==> src/rtl/pong_pkg.sv <==
// Shared types and constants for the pong game blocks: match state
// encoding, score / frame-counter widths, and the ball and sync bundles.
package pong_pkg;

    localparam int SCORE_W     = 4;
    localparam int FRAME_CNT_W = 8;

    // Match phases. PAUSE is only reachable when the pause build is enabled.
    typedef enum logic [2:0] {
        IDLE  = 3'd0,
        SERVE = 3'd1,
        PLAY  = 3'd2,
        POINT = 3'd3,
        OVER  = 3'd4,
        PAUSE = 3'd5
    } match_state_e;

    // Ball launch velocity used when the ball is re-centred.
    typedef struct packed {
        logic signed [3:0] dx;
        logic signed [3:0] dy;
    } init_speed;

    // Raster position and sync strobes produced by vga_sync.
    typedef struct packed {
        logic [9:0] pos_x;
        logic [9:0] pos_y;
        logic       hsync;
        logic       vsync;
        logic       video_on;
    } sync_data;

    // Increment a score but hold it once it has reached the match limit.
    function automatic logic [SCORE_W-1:0] sat_inc(
        input logic [SCORE_W-1:0] s,
        input logic [SCORE_W-1:0] lim
    );
        return (s >= lim) ? s : s + SCORE_W'(1);
    endfunction

endpackage

==> src/rtl/start_sync_edge.sv <==
// Two-flop synchroniser for an asynchronous push button followed by a
// rising-edge detector. Generic enough to reuse for the paddle buttons.
module start_sync_edge (
    input  logic clk_i,
    input  logic rst_n_i,
    input  logic async_i,
    output logic rise_o
);

    logic [1:0] sync_pipe;
    logic       prev_q;

    // Shift the raw button through two flops, then keep one more copy for edge detection.
    always_ff @(posedge clk_i or negedge rst_n_i) begin
        if (!rst_n_i) begin
            sync_pipe <= 2'b00;
            prev_q    <= 1'b0;
        end else begin
            sync_pipe <= {sync_pipe[0], async_i};
            prev_q    <= sync_pipe[1];
        end
    end

    assign rise_o = sync_pipe[1] & ~prev_q;

endmodule

==> src/rtl/match_sequencer.sv <==
// Match-level controller for pong: registered frame tick, start-button
// handling, serve/play/point/over sequencing and score keeping.
// Optional build macro MATCH_PAUSE_EN adds a PAUSE state toggled by start.
module match_sequencer
    import pong_pkg::*;
#(
    parameter int WIN_SCORE    = 7,
    parameter int SERVE_FRAMES = 60,
    parameter int POINT_FRAMES = 90
) (
    input  logic        clk_i,
    input  logic        rst_n_i,
    input  logic        start_i,
    input  logic [9:0]  pos_x_i,
    input  logic [9:0]  pos_y_i,
    input  logic        miss_left_i,
    input  logic        miss_right_i,
    output logic        frame_tick_o,
    output logic        run_o,
    output logic        ball_reset_o,
    output logic [3:0]  score_l_o,
    output logic [3:0]  score_r_o,
    output logic [1:0]  winner_o,
    output logic [2:0]  state_o
);

    localparam logic [SCORE_W-1:0]     WIN        = SCORE_W'(WIN_SCORE);
    localparam logic [FRAME_CNT_W-1:0] SERVE_LAST = FRAME_CNT_W'(SERVE_FRAMES - 1);
    localparam logic [FRAME_CNT_W-1:0] POINT_LAST = FRAME_CNT_W'(POINT_FRAMES - 1);

    match_state_e           state;
    logic [FRAME_CNT_W-1:0] frame_cnt;
    logic                   origin;
    logic                   origin_q;
    logic                   start_rise;

    assign origin  = (pos_x_i == 10'd0) && (pos_y_i == 10'd0);
    assign state_o = state;

    start_sync_edge u_start_sync (
        .clk_i   (clk_i),
        .rst_n_i (rst_n_i),
        .async_i (start_i),
        .rise_o  (start_rise)
    );

    // Frame tick fires once per rising edge of the raster origin, even if origin lingers.
    always_ff @(posedge clk_i or negedge rst_n_i) begin
        if (!rst_n_i) begin
            origin_q     <= 1'b0;
            frame_tick_o <= 1'b0;
        end else begin
            origin_q     <= origin;
            frame_tick_o <= origin & ~origin_q;
        end
    end

    // Match FSM; run/ball_reset are updated only on transitions so they stay registered.
    always_ff @(posedge clk_i or negedge rst_n_i) begin
        if (!rst_n_i) begin
            state        <= IDLE;
            run_o        <= 1'b0;
            ball_reset_o <= 1'b1;
            score_l_o    <= '0;
            score_r_o    <= '0;
            winner_o     <= 2'b00;
            frame_cnt    <= '0;
        end else begin
            case (state)
                IDLE, OVER: begin
                    if (start_rise) begin
                        state        <= SERVE;
                        score_l_o    <= '0;
                        score_r_o    <= '0;
                        winner_o     <= 2'b00;
                        frame_cnt    <= '0;
                        run_o        <= 1'b0;
                        ball_reset_o <= 1'b1;
                    end
                end

                SERVE: begin
                    if (frame_tick_o) begin
                        if (frame_cnt == SERVE_LAST) begin
                            state        <= PLAY;
                            frame_cnt    <= '0;
                            run_o        <= 1'b1;
                            ball_reset_o <= 1'b0;
                        end else begin
                            frame_cnt <= frame_cnt + FRAME_CNT_W'(1);
                        end
                    end
                end

                PLAY: begin
                    if (miss_left_i || miss_right_i) begin
                        // A double miss is a replayed rally: no score change.
                        state        <= POINT;
                        frame_cnt    <= '0;
                        run_o        <= 1'b0;
                        ball_reset_o <= 1'b1;
                        if (miss_left_i && !miss_right_i)
                            score_r_o <= sat_inc(score_r_o, WIN);
                        else if (miss_right_i && !miss_left_i)
                            score_l_o <= sat_inc(score_l_o, WIN);
`ifdef MATCH_PAUSE_EN
                    end else if (start_rise) begin
                        // Counter keeps its value across the pause.
                        state        <= PAUSE;
                        run_o        <= 1'b0;
                        ball_reset_o <= 1'b0;
`endif
                    end else if (frame_tick_o) begin
                        frame_cnt <= frame_cnt + FRAME_CNT_W'(1);
                    end
                end

                POINT: begin
                    if (frame_tick_o) begin
                        if (frame_cnt == POINT_LAST) begin
                            frame_cnt <= '0;
                            if (score_l_o == WIN || score_r_o == WIN) begin
                                state    <= OVER;
                                winner_o <= (score_l_o == WIN) ? 2'b01 : 2'b10;
                            end else begin
                                state <= SERVE;
                            end
                        end else begin
                            frame_cnt <= frame_cnt + FRAME_CNT_W'(1);
                        end
                    end
                end

`ifdef MATCH_PAUSE_EN
                PAUSE: begin
                    if (start_rise) begin
                        state        <= PLAY;
                        run_o        <= 1'b1;
                        ball_reset_o <= 1'b0;
                    end
                end
`endif

                default: begin
                    state        <= IDLE;
                    frame_cnt    <= '0;
                    run_o        <= 1'b0;
                    ball_reset_o <= 1'b1;
                end
            endcase
        end
    end

endmodule

==> config.mk <==
export PLATFORM = sky130hd
export DESIGN_NAME = match_sequencer
export DESIGN_NICKNAME = d
export VERILOG_FILES = /design/src/rtl/pong_pkg.sv /design/src/rtl/start_sync_edge.sv /design/src/rtl/match_sequencer.sv
export SDC_FILE = /design/constraint.sdc
export NUM_CORES = 1
export LEC_CHECK = 0
export CORE_UTILIZATION = 47
export DETAILED_ROUTE_END_ITERATION = 6
export GPL_ROUTABILITY_DRIVEN = 0
export PLACE_DENSITY = 0.79
export SLEW_MARGIN = 20
export SYNTH_ARGS = -nofsm -noshare
export SYNTH_HDL_FRONTEND = slang
export SYNTH_SLANG_ARGS = --single-unit
==> constraint.sdc <==
create_clock -name clk_i -period 2.51 [get_ports clk_i]
set_input_delay 0.6275 -clock clk_i [delete_from_list [all_inputs] [get_ports clk_i]]
set_output_delay 0.6275 -clock clk_i [all_outputs]
set_load 0.01 [all_outputs]
==> deck_impl_summary.md, run 1 <==
Run Summary

Status
  – Status: finished, violations left
  – Failing checks: design-rule violations

Clocking
  – CTS buffer count: 3
  – Clk sinks: 28
  – Post-CTS sizing: 0
  – CTS Buffer Depth: 2
  – H-tree depth: 1
  – CTS tree: done
  – Reg clk slew, reported paths: 0.15 ns
  – CTS root buffer: clkbuf_4

Logic synthesis
  – Simple-Gate Area Share: 25.79%
  – Number of enable flip-flop cells: 0
  – Prevailing post-synth register cell: dfrtp_1
  – Syn. warnings: 0
  – Ys flops: 28
  – Post-Syn Nets: 176
  – Area reported by Yosys stat: 1460 sq um
  – Area contributors post-synth: dfrtp_1 (46%), nor2_1 (3.6%), ha_1 (3.4%)
  – Asr flop ratio synth: 100.0%
  – # Cells Yosys: 147
  – Synth top cells by count: dfrtp_1 (27), nor2_1 (14), nand2_1 (10)
  – Post-synth top area share: 46.27%
  – Post-synth seq share: 48.07%
  – Comb area leader: simple AND/OR/NAND/NOR gates

Timing
  – Layout Skew: 0.01065 ns
  – Slew of the pin with the lowest slew margin: 0.6994 ns
  – Final worst slack: 0.3019 ns
  – RSZ-0062 raised after global routing: no
  – Worst rel slew slack: 53.27%
  – Setup TNS: 0 ns
  – Tmin final: 2.208 ns

Drt
  – Detail Route Antenna Nets: 0
  – Initial drt markers: 47
  – DR WL met2: 1.812 mm
  – DR pass1 iterations: 6
  – Avg Vias per Cell: 6.013
  – Metal3 WL: 199 microns
  – Wire length on met1: 1.458 mm
  – Drt drc: 1

Power
  – Cell Pwr Density: 783.5 nW/um^2
  – Worst VDD drop: 0.6239 mV

Global route
  – Largest net degree at the start of global routing: 29
  – Total gr overflow: 0
  – Initial antenna violation count: 0
  – First-pass GRT wire length: 5.851 mm

Setup path
  – CP max FO: 7
  – Critical path class: reg -> reg
  – CP max stage delay: 0.48 ns
  – Worst path bufs/invs: 0
  – Crit path required time: 2.75 ns
  – Worst r2r path cells: 6
  – Worst setup EP type: register
  – Arrival @ worst endpoint: 2.44 ns
  – Largest delay share family, worst path: simple AND/OR/NAND/NOR gates
  – Crit-path cells: ha_1, nor4bb_1, a21oi_1, a211o_1, or2_1, mux2_2

Flow run
  – Max-cap violations: 0

Floorplanning
  – Die extent in y: 57.74 microns
  – Die ar.: 3333 sq um
  – # IOs: 41
  – Fp_density: 51.18%
  – Row count: 19

Placement
  – Placed instance count: 224

Layout
  – Final instance area: 1992 sq um
  – Layout cells sized above 1: 11.17%
  – Final core occ: 69.82%
  – Filler-free cell count of the finished design: 228

Hold path
  – Hold depth: 0
  – Hold WC Path Type: reg -> reg
==> run 1: cell type report <==
| class | instances | area, sq um |
|---|---|---|
| clock buffer | 4 | 26.28 |
| multi-input combinational | 110 | 730.7 |
| fill | 229 | 860.8 |
| timing repair buffer | 50 | 475.5 |
| inverter | 5 | 18.77 |
| tap | 31 | 38.79 |
| sequential | 28 | 701.9 |
==> run 1: state kept, by name, summed over array words and instances, names as in the netlist <==
signal,cells
origin_q,1
score_l_o,4
u_start_sync.sync_pipe,2
ball_reset_o,1
run_o,1
u_start_sync.prev_q,1
state_o,3
winner_o,2
score_r_o,4
frame_cnt,8
frame_tick_o,1
==> run 1: cell usage in the layout (no fill, tap or decap), types with 5 or more instances in the layout <==
cell             Yosys  final
a21oi_1              9      9
buf_4                0     10
clkdlybuf4s50_1      0     40
dfrtp_1             27     27
inv_1                5      5
nand2_1             10     10
nand2b_1             5      5
nand3_1              9      9
nand4_1              5      5
nor2_1              14     14
nor4_1               5      5
==> run 1: final timing paths <==
check	from	to	slack (ns)
worst min register to register	u_start_sync.sync_pipe[0]$_DFF_PN0_	u_start_sync.sync_pipe[1]$_DFF_PN0_	0.37
worst max-delay path	frame_cnt[0]$_DFFE_PN0P_	state_o[2]$_DFFE_PN0P_	0.30
worst max register to register	frame_cnt[0]$_DFFE_PN0P_	state_o[2]$_DFFE_PN0P_	0.30
min in group asynchronous	rst_n_i	score_l_o[1]$_DFFE_PN0P_	0.63
max in group asynchronous	rst_n_i	ball_reset_o$_DFFE_PN1P_	1.57
worst min-delay path	u_start_sync.sync_pipe[0]$_DFF_PN0_	u_start_sync.sync_pipe[1]$_DFF_PN0_	0.37
==> run 1: where the power goes <==
group | switching [mW] | internal [mW]
clock network | 0.135 | 0.0626
registers | 0.120 | 0.551
logic | 0.348 | 0.344
total | 0.603 | 0.958
Run 1, the metal 1 layer:
Scale bar: 20 microns.
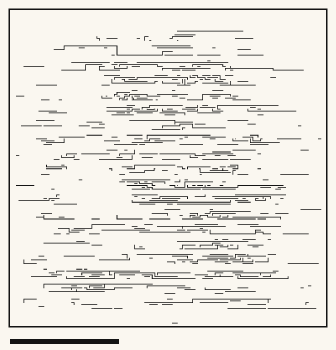
The wires run mostly horizontal. 195 nets have wire on it.

Run 1, met2 routing:
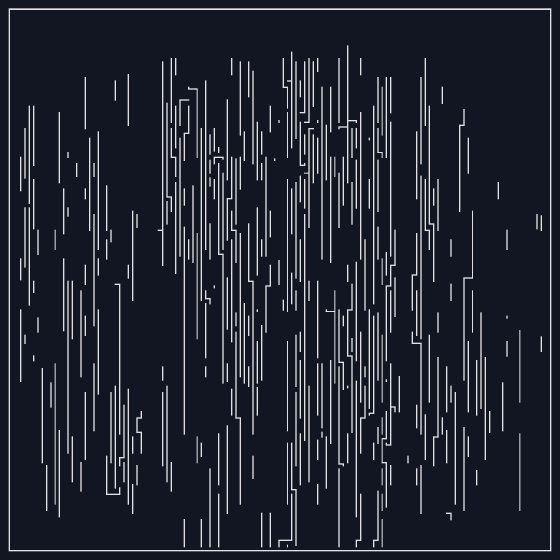
The layer holds 52% of the routed length. The longest straight run is 24.1 microns. The layer carries 1,810 microns of wire.
Routed Wire Length: 3.518 mm
M2 GR Usage: 40.03%
via total after detailed routing: 1,371

Run 1, signal wires on met3:
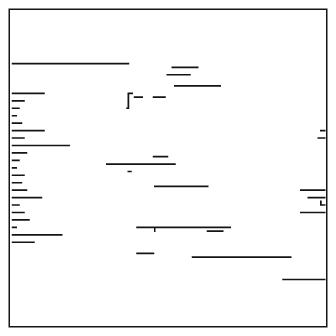
The wires run mostly horizontal. 39 nets have wire on it. The layer holds 5.7% of the routed length.

Run 1, routing congestion map:
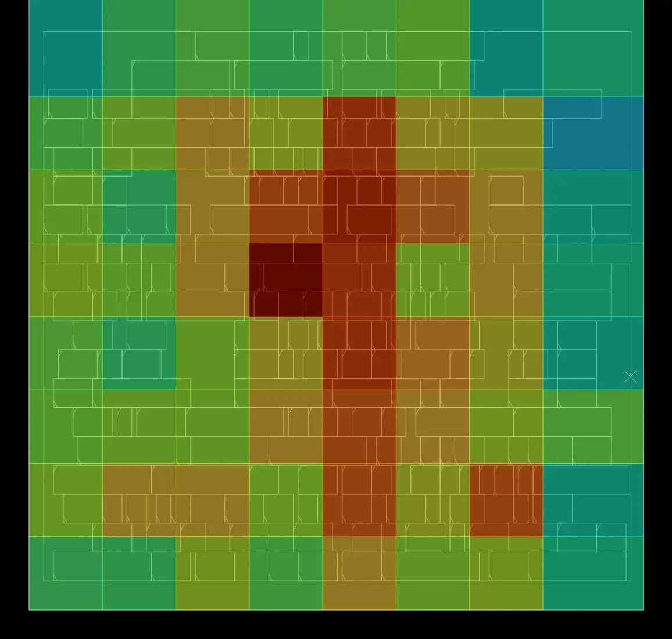
average routed wire per standard cell: 15.43 microns
grt met1 use: 28.22%
met3 Use GR: 2.902%
gr usage total: 22.74%
GRT busiest layer: met2

==> run 2, diff against run 1 <==
--- a/config.mk
+++ b/config.mk
@@ -5,6 +5,7 @@
 export SDC_FILE = /design/constraint.sdc
 export NUM_CORES = 1
 export LEC_CHECK = 0
+export CORE_ASPECT_RATIO = 1.2
 export CORE_UTILIZATION = 47
 export DETAILED_ROUTE_END_ITERATION = 6
 export GPL_ROUTABILITY_DRIVEN = 0
Run 2, nets reached from selected ports:
Scale bar: 20 microns.
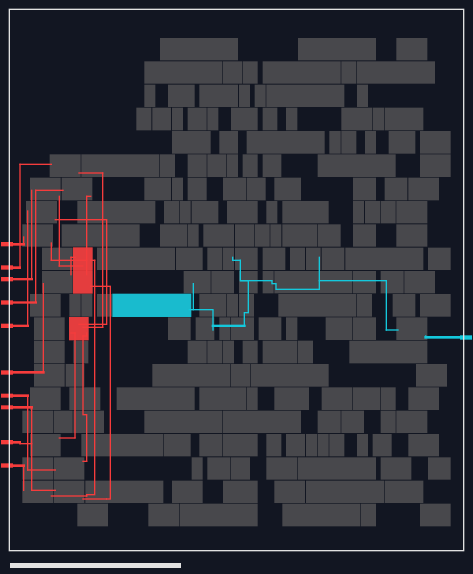
pos_x_i: in red, bits 10, direction input, edge west, end cells 3, wire 281 microns. frame_tick_o: in cyan, bits 1, direction output, edge east, end cells 1, wire 55.2 microns.

Run 2, met2 routing:
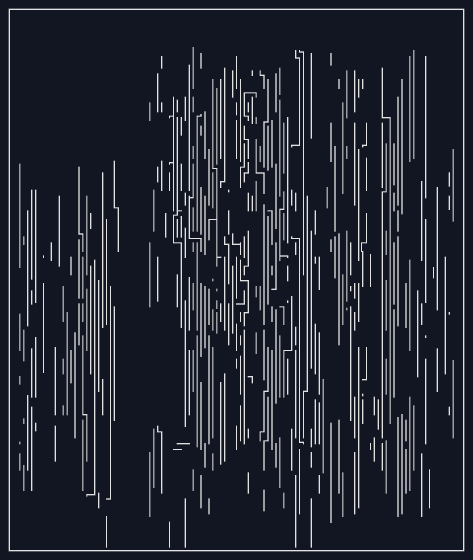
The layer holds 54% of the routed length. The wires run mostly vertical. The layer carries 1,990 microns of wire. The longest straight run is 35.7 microns. 206 nets have wire on it.

Run 2, the metal 1 layer:
Scale bar: 20 microns.
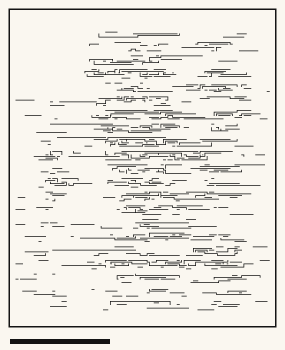
196 nets have wire on it. The wires run mostly horizontal.

==> run 2 against run 1 <==
- largest cell class unchanged
- register-to-register slack worse by 0.10 ns
- the flow now finishes without violations
- critical endpoint is now state_o[0]$_DFFE_PN0P_
- routed wire length is 3.9% higher
- worst hold slack improved by 0.0029 ns
- fmax down 4.5%
- global-route usage up 2.1 points
==> deck_impl_summary.md, run 2 <==
Run Summary

Clocking
  – CTS tree: done
  – Post-CTS sizing: 0 (unchanged)
  – CTS root buffer: clkbuf_4
  – H-tree depth: 1 (unchanged)
  – Clk sinks: 28 (unchanged)

Layout
  – Largest register by flop count: frame_cnt
  – Top cell excl fill/tap: clkdlybuf4s50_1
  – Final core occ: 69.16% (-0.67 points)
  – Fill count: 226 (-1.3%)
  – Max reg flops: 8 (unchanged)
  – Filler-free cell count of the finished design: 230 (+0.88%)

Timing
  – RSZ-0062 raised after global routing: no
  – Tmin final: 2.312 ns (+0.1044 ns)
  – Layout Skew: 0.01319 ns (+0.002532 ns)
  – Slew of the pin with the lowest slew margin: 0.6696 ns (-0.02978 ns)
  – Final worst slack: 0.1975 ns (-0.1044 ns)
  – Setup TNS: 0 ns (unchanged)
  – Worst rel slew slack: 55.26% (+2.0 points)

Logic synthesis
  – # Cells Yosys: 147 (unchanged)
  – Post-synth top area share: 46.27% (unchanged)
  – Syn. warnings: 0 (unchanged)
  – Post-synth seq share: 48.07% (unchanged)
  – Number of enable flip-flop cells: 0 (unchanged)
  – Area reported by Yosys stat: 1460 sq um (unchanged)
  – Prevailing post-synth register cell: dfrtp_1
  – Post-Syn Nets: 176 (unchanged)

Power
  – Seq pwr share: 42.9% (about the same)
  – Clock network fraction of total power: 12.4% (-0.3 points)
  – Logic pwr share: 44.6% (+0.2 points)
  – Cell Pwr Density: 787.4 nW/um^2 (+0.50%)
  – Worst VDD drop: 0.4513 mV (-28%)

Hold path
  – Hold WC Path Type: reg -> reg
  – Hold depth: 0 (unchanged)
  – Hold EP: u_start_sync.sync_pipe[1]$_DFF_PN0_
  – Hold_sp: u_start_sync.sync_pipe[0]$_DFF_PN0_

Global route
  – Total gr overflow: 0 (unchanged)
  – Met3 Use GR: 2.899% (-0.0032 points)
  – Grt met1 use: 27.37% (-0.85 points)
  – GRT busiest layer: met2
  – Initial antenna violation count: 0 (unchanged)
  – M2 GR Usage: 45.89% (+5.9 points)
  – Gr usage total: 24.85% (+2.1 points)

Floorplanning
  – Die extent in y: 63.06 microns (+9.2%)
  – Fp_density: 50.98% (-0.20 points)
  – Row count: 21 (+2)
  – # IOs: 41 (unchanged)

Setup path
  – Worst path bufs/invs: 0 (unchanged)
  – CP max stage delay: 0.48 ns (about the same)
  – CP max FO: 7 (unchanged)
  – FF-to-FF End: state_o[0]$_DFFE_PN0P_
  – Crit path required time: 2.73 ns (-0.02 ns)
  – Crit-path cells: ha_1, nor4bb_1, a21oi_1, a211o_1, or2_1, mux2_2
  – Largest delay share family, worst path: simple AND/OR/NAND/NOR gates
  – Arrival @ worst endpoint: 2.54 ns (+0.10 ns)
  – Worst r2r path cells: 6 (unchanged)
  – Worst R2R Setup Slack: 0.20 ns (-0.10 ns)

Flow run
  – Max-cap violations: 0 (unchanged)

Drt
  – Avg Vias per Cell: 6.083 (+1.2%)
  – Initial drt markers: 52 (+11%)
  – Via total after detailed routing: 1,399 (+2.0%)
  – Detail Route Antenna Nets: 0 (unchanged)
  – DR pass1 iterations: 4 (-2)
  – Average routed wire per standard cell: 15.89 microns (+3.0%)

Status
  – Status: finished clean

Placement
  – Placed instance count: 226 (+0.89%)
run 2: cell counts after synthesis:
Identical to the previous run, type by type.
run 2: kinds of logic after synthesis:
| family | count (synthesis) | share of synthesized area (%) |
|---|---|---|
| and+or+nand+nor | 67 | 25.79 |
| AOI/OAI and AO/OA | 32 | 14.83 |
| adders and majority gates | 4 | 3.428 |
| muxes | 7 | 5.484 |
| DFF | 28 | 48.07 |
| buffers and inverters | 9 | 2.399 |
run 2: final cells by class:
class / count / area [sq um] / area share [%]
inverters: 5 / 18.77 / 0.9476
flip-flops and latches: 28 / 701.9 / 35.44
multi-input cells: 110 / 723.2 / 36.51
well taps: 34 / 42.54 / 2.148
repair buffers: 49 / 467.9 / 23.63
clock buffers: 4 / 26.28 / 1.327
run 2: layer usage:
metal / share of wire (%) / routed length (microns) / up-vias
met5: 0 / 0 / -
met4: 1.8 / 65 / 0
met3: 4.9 / 180 / 8
met2: 54 / 1986 / 57
met1: 39 / 1423 / 678
li1: - / - / 656
run 2: how the worst max path moves through the flow:
stage,to,slack [ns]
floorplan,frame_cnt[4]$_DFFE_PN0P_,0.37
global placement,frame_cnt[4]$_DFFE_PN0P_,0.1
detailed placement,frame_cnt[4]$_DFFE_PN0P_,0.08
CTS,state_o[0]$_DFFE_PN0P_,0.25
global route,state_o[0]$_DFFE_PN0P_,0.14
finish,state_o[0]$_DFFE_PN0P_,0.20
run 2: power by group through the flow:
stage | clock [mW] | combinational [mW] | sequential [mW]
after floorplan | 0 | 0.376 | 0.682
after global placement | 0 | 0.652 | 0.670
after detailed placement | 0 | 0.689 | 0.676
after CTS | 0.197 | 0.695 | 0.668
after global routing | 0.220 | 0.779 | 0.684
final | 0.194 | 0.696 | 0.670
==> run 3, diff against run 2 <==
--- a/config.mk
+++ b/config.mk
@@ -6,11 +6,12 @@
 export NUM_CORES = 1
 export LEC_CHECK = 0
 export CORE_ASPECT_RATIO = 1.2
-export CORE_UTILIZATION = 47
+export CORE_UTILIZATION = 52
 export DETAILED_ROUTE_END_ITERATION = 6
 export GPL_ROUTABILITY_DRIVEN = 0
-export PLACE_DENSITY = 0.79
+export PLACE_DENSITY = 0.85
 export SLEW_MARGIN = 20
 export SYNTH_ARGS = -nofsm -noshare
 export SYNTH_HDL_FRONTEND = slang
+export SYNTH_HIERARCHICAL = 1
 export SYNTH_SLANG_ARGS = --single-unit
==> constraint.sdc (replaced) <==
create_clock -name clk_i -period 2.7 [get_ports clk_i]
set_input_delay 0.675 -clock clk_i [delete_from_list [all_inputs] [get_ports clk_i]]
set_output_delay 0.675 -clock clk_i [all_outputs]
set_load 0.01 [all_outputs]
Run 3, the metal 1 layer:
Scale bar: 20 microns.
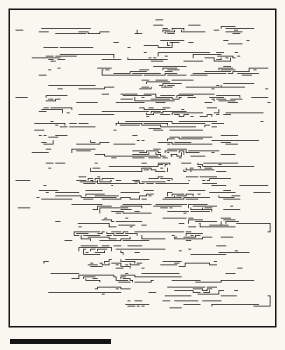
The wires run mostly horizontal. The layer carries 1,470 microns of wire. The longest straight run is 14.3 microns. The layer holds 40% of the routed length. 201 nets have wire on it.
grt met1 use: 27.34%
Routed Wire Length: 3.665 mm
via total after detailed routing: 1,436

Run 3, signal wires on met3:
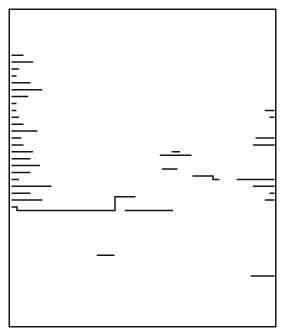
met3 Use GR: 2.696%

Run 3, met2 routing:
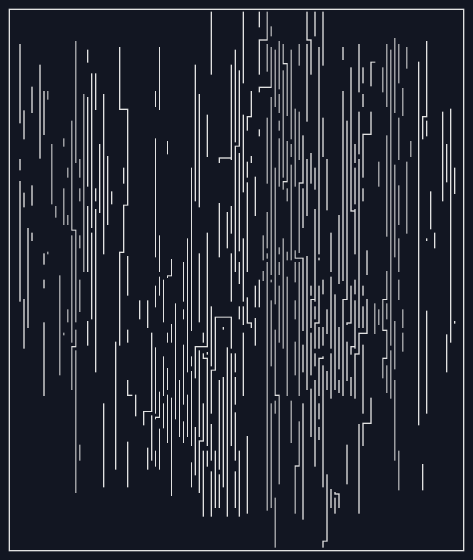
The layer holds 56% of the routed length. The wires run mostly vertical.
M2 GR Usage: 48.88%

==> run 3 against run 2 <==
- global-route usage is 0.29 points lower
- sequential share of layout area is 1.4 points lower
- die area is 2.4% lower
- worst hold slack better by 0.0049 ns
- non-clock buffer count is 5 lower
- largest cell class unchanged
- cell count is 3.9% higher
- clock skew is 0.0077 ns lower
- combinational power is 11% lower
- flip-flop count stayed put
- via count is 2.6% higher
- clock power is 3% higher
==> deck_impl_summary.md, run 3 <==
Run Summary

Logic synthesis
  – Post-Syn Nets: 190 (+8.0%)
  – Synth top cell by count: dfrtp_1
  – # Cells Yosys: 161 (+9.5%)
  – Syn. warnings: 6 (+6)
  – Asr flop ratio synth: 100.0%
  – Cell area after synthesis: 1575 sq um
  – Number of enable flip-flop cells: 0 (unchanged)
  – Area contributors post-synth: dfrtp_1 (43%), a21oi_1 (4.1%), ha_1 (3.2%)
  – Synth top cells by count: dfrtp_1 (27), a21oi_1 (13), inv_1 (9)
  – Post-synth seq share: 44.56% (-3.5 points)
  – Area reported by Yosys stat: 1575 sq um (+7.9%)
  – Post-synth top area share: 42.89% (-3.4 points)
  – Prevailing post-synth register cell: dfrtp_1
  – Cell count after synthesis: 161
  – Ys flops: 28
  – Syn Area/Cell: 9.784 sq um
  – Area leader, netlist: dfrtp_1
  – Distinct cells, synth: 51

Timing
  – Hold WS: 0.3770 ns
  – Final worst slack: 0.4762 ns (+0.2787 ns)
  – Setup TNS: 0 ns (unchanged)
  – Number of setup violations in the final report: 0
  – Final Max Tran Viols: 0
  – RSZ-0062 raised after global routing: no
  – Final worst path period share: 82.36%
  – Layout Skew: 0.005512 ns (-0.007674 ns)
  – Fmax: 0.4497 GHz
  – Final Hold Fails: 0
  – Tmin final: 2.224 ns
  – Slew of the pin with the lowest slew margin: 0.6860 ns (+0.01637 ns)
  – Worst rel slew slack: 53.09% (-2.2 points)

Placement
  – Placed instance count: 235 (+4.0%)
  – Port buffer count: 40
  – DP HPWL: 2.899 mm
  – Pre-CTS WS: 0.1653 ns
  – Post-DP Area: 2024 sq um

Layout
  – Final core occ: 72.62% (+3.5 points)
  – Filler-free cell count of the finished design: 239 (+3.9%)
  – Antenna Cells: 0
  – Fill count: 206 (-8.8%)
  – Layout cells sized above 1: 7.805%
  – Top cell excl fill/tap: clkdlybuf4s50_1
  – Layout area overhead: 30.82%
  – Most frequent cells in the layout: clkdlybuf4s50_1 (40), dfrtp_1 (27), a21oi_1 (13)
  – Layout Nets: 235
  – Max reg flops: 8 (unchanged)
  – Largest register by flop count: frame_cnt
  – MI comb area: 815.8 sq um (+13%)
  – Reg area: 701.9 sq um (unchanged)
  – Final instance area: 2061 sq um
  – Top Registers: frame_cnt: 8 flops, score_l_o: 4 flops, score_r_o: 4 flops

Clocking
  – Post-CTS sizing: 0 (unchanged)
  – Reg clk slew, reported paths: 0.15 ns
  – CTS tree: done
  – Clk sinks: 28 (unchanged)
  – CTS Buffer Depth: 2
  – CTS buffer count: 3
  – Clk_lat worst skew: 0.32 ns
  – Hold-fix buffers at CTS: 0
  – H-tree depth: 1 (unchanged)
  – # Post-CTS Setup Buffers: 0
  – CTS root buffer: clkbuf_4

Drt
  – Avg Vias per Cell: 6.008 (-1.2%)
  – Top sig layer: met3
  – DR pass1 iterations: 4 (unchanged)
  – Average routed wire per standard cell: 15.33 microns (-3.5%)
  – Metal3 WL: 150 microns (-17%)
  – Wire length on met1: 1.474 mm (+3.6%)
  – Detail Route Antenna Nets: 0 (unchanged)
  – DR WL met2: 2.040 mm (+2.7%)
  – Initial drt markers: 44 (-15%)
  – Drt drc: 0

Setup path
  – Critical path launch point type: primary input
  – Worst path depth: 5
  – Arrival @ worst endpoint: 2.47 ns (-0.07 ns)
  – Largest delay share family, worst path: AND-OR/OR-AND gates
  – Critical-path top delay cell: a2111oi_0
  – Crit path required time: 2.95 ns (+0.22 ns)
  – Worst setup EP type: register
  – Worst path bufs/invs: 1 (+1)
  – CP max FO: 6 (-1)
  – CP max stage delay: 0.63 ns (+0.15 ns)
  – Worst r2r path cells: 5 (-1)
  – Critical path class: in -> reg
  – Crit-path cells: clkdlybuf4s50_1, a211o_1, a2111oi_0, a41oi_1, nor2_1
  – Start of the worst register-to-register path: score_r_o[0]$_DFFE_PN0P_
  – Setup crit start: miss_right_i

Floorplanning
  – Row count: 21 (unchanged)
  – Die W: 52.25 microns
  – Die ar.: 3254 sq um
  – # IOs: 41 (unchanged)
  – Die extent in y: 62.29 microns (-1.2%)
  – Core area: 2838 sq um
  – Fp_density: 55.51% (+4.5 points)

Power
  – Worst VDD drop: 0.3754 mV (-17%)
  – Final Power: 1.421 mW
  – LEAKAGE: 0.8672 nW
  – Cell Pwr Density: 689.7 nW/um^2 (-12%)

Flow run
  – Count of tool warnings: 27
  – Max-cap violations: 0 (unchanged)

Global route
  – Total gr overflow: 0 (unchanged)
  – Initial antenna violation count: 0 (unchanged)
  – Largest net degree at the start of global routing: 29
  – Vias in the first global route: 1,469
  – First-pass GRT wire length: 6.251 mm
  – Gr usage total: 24.57% (-0.29 points)

Hold path
  – Hold depth: 0 (unchanged)
  – Hold_sp: u_start_sync/sync_pipe[0]$_DFF_PN0_
  – Hold WC Path Type: reg -> reg

Status
  – Status: finished clean
run 3: cell count changes after synthesis, sizes merged, moves of 5 or more:
cell	before	now
nand3	9	3
nor2	14	8
o31ai	1	6
o21ai	5	13
or3	0	6
run 3: cells by family (layout without fill, tap and decap cells):
logic type,Yosys count,count (layout),synth area share (%)
simple gates,65,65,26.69
fa+ha+maj,4,4,3.177
buf+inv,13,57,3.653
flops,28,28,44.56
compound gates,48,48,19.94
mux,3,3,1.986
run 3: final timing paths:
kind                                                  endpoint  slack (ns)
min in group asynchronous             score_l_o[3]$_DFFE_PN0P_        0.72
setup / recovery                      score_r_o[3]$_DFFE_PN0P_        0.48
hold / removal             u_start_sync/sync_pipe[1]$_DFF_PN0_        0.38
max in group asynchronous             ball_reset_o$_DFFE_PN1P_        1.68
hold reg to reg            u_start_sync/sync_pipe[1]$_DFF_PN0_        0.38
setup reg to reg                      score_r_o[3]$_DFFE_PN0P_        0.65
run 3: where the power goes:
| group | internal [mW] | switching (mW) | total [mW] |
|---|---|---|---|
| sequential | 0.501 | 0.103 | 0.604 |
| clock | 0.0824 | 0.118 | 0.200 |
| combinational | 0.307 | 0.310 | 0.617 |
| total | 0.890 | 0.531 | 1.42 |
run 3: cell type report:
type                    instances  area share, %
multi-input cells             120          39.59
flip-flops and latches         28          34.06
repair buffers                 44          20.89
well taps                      34          2.064
clock buffers                   4          1.761
inverters                       9          1.639
run 3: per-layer routing:
layer  vias to the layer above  GRT usage, %
met1                       697         27.34
met2                        45         48.88
li1                        694             -
met3                         0         2.696
met4                         0         2.632
met5                         -             0
Power figures rest on the tool's default switching activity, not on a simulated workload.
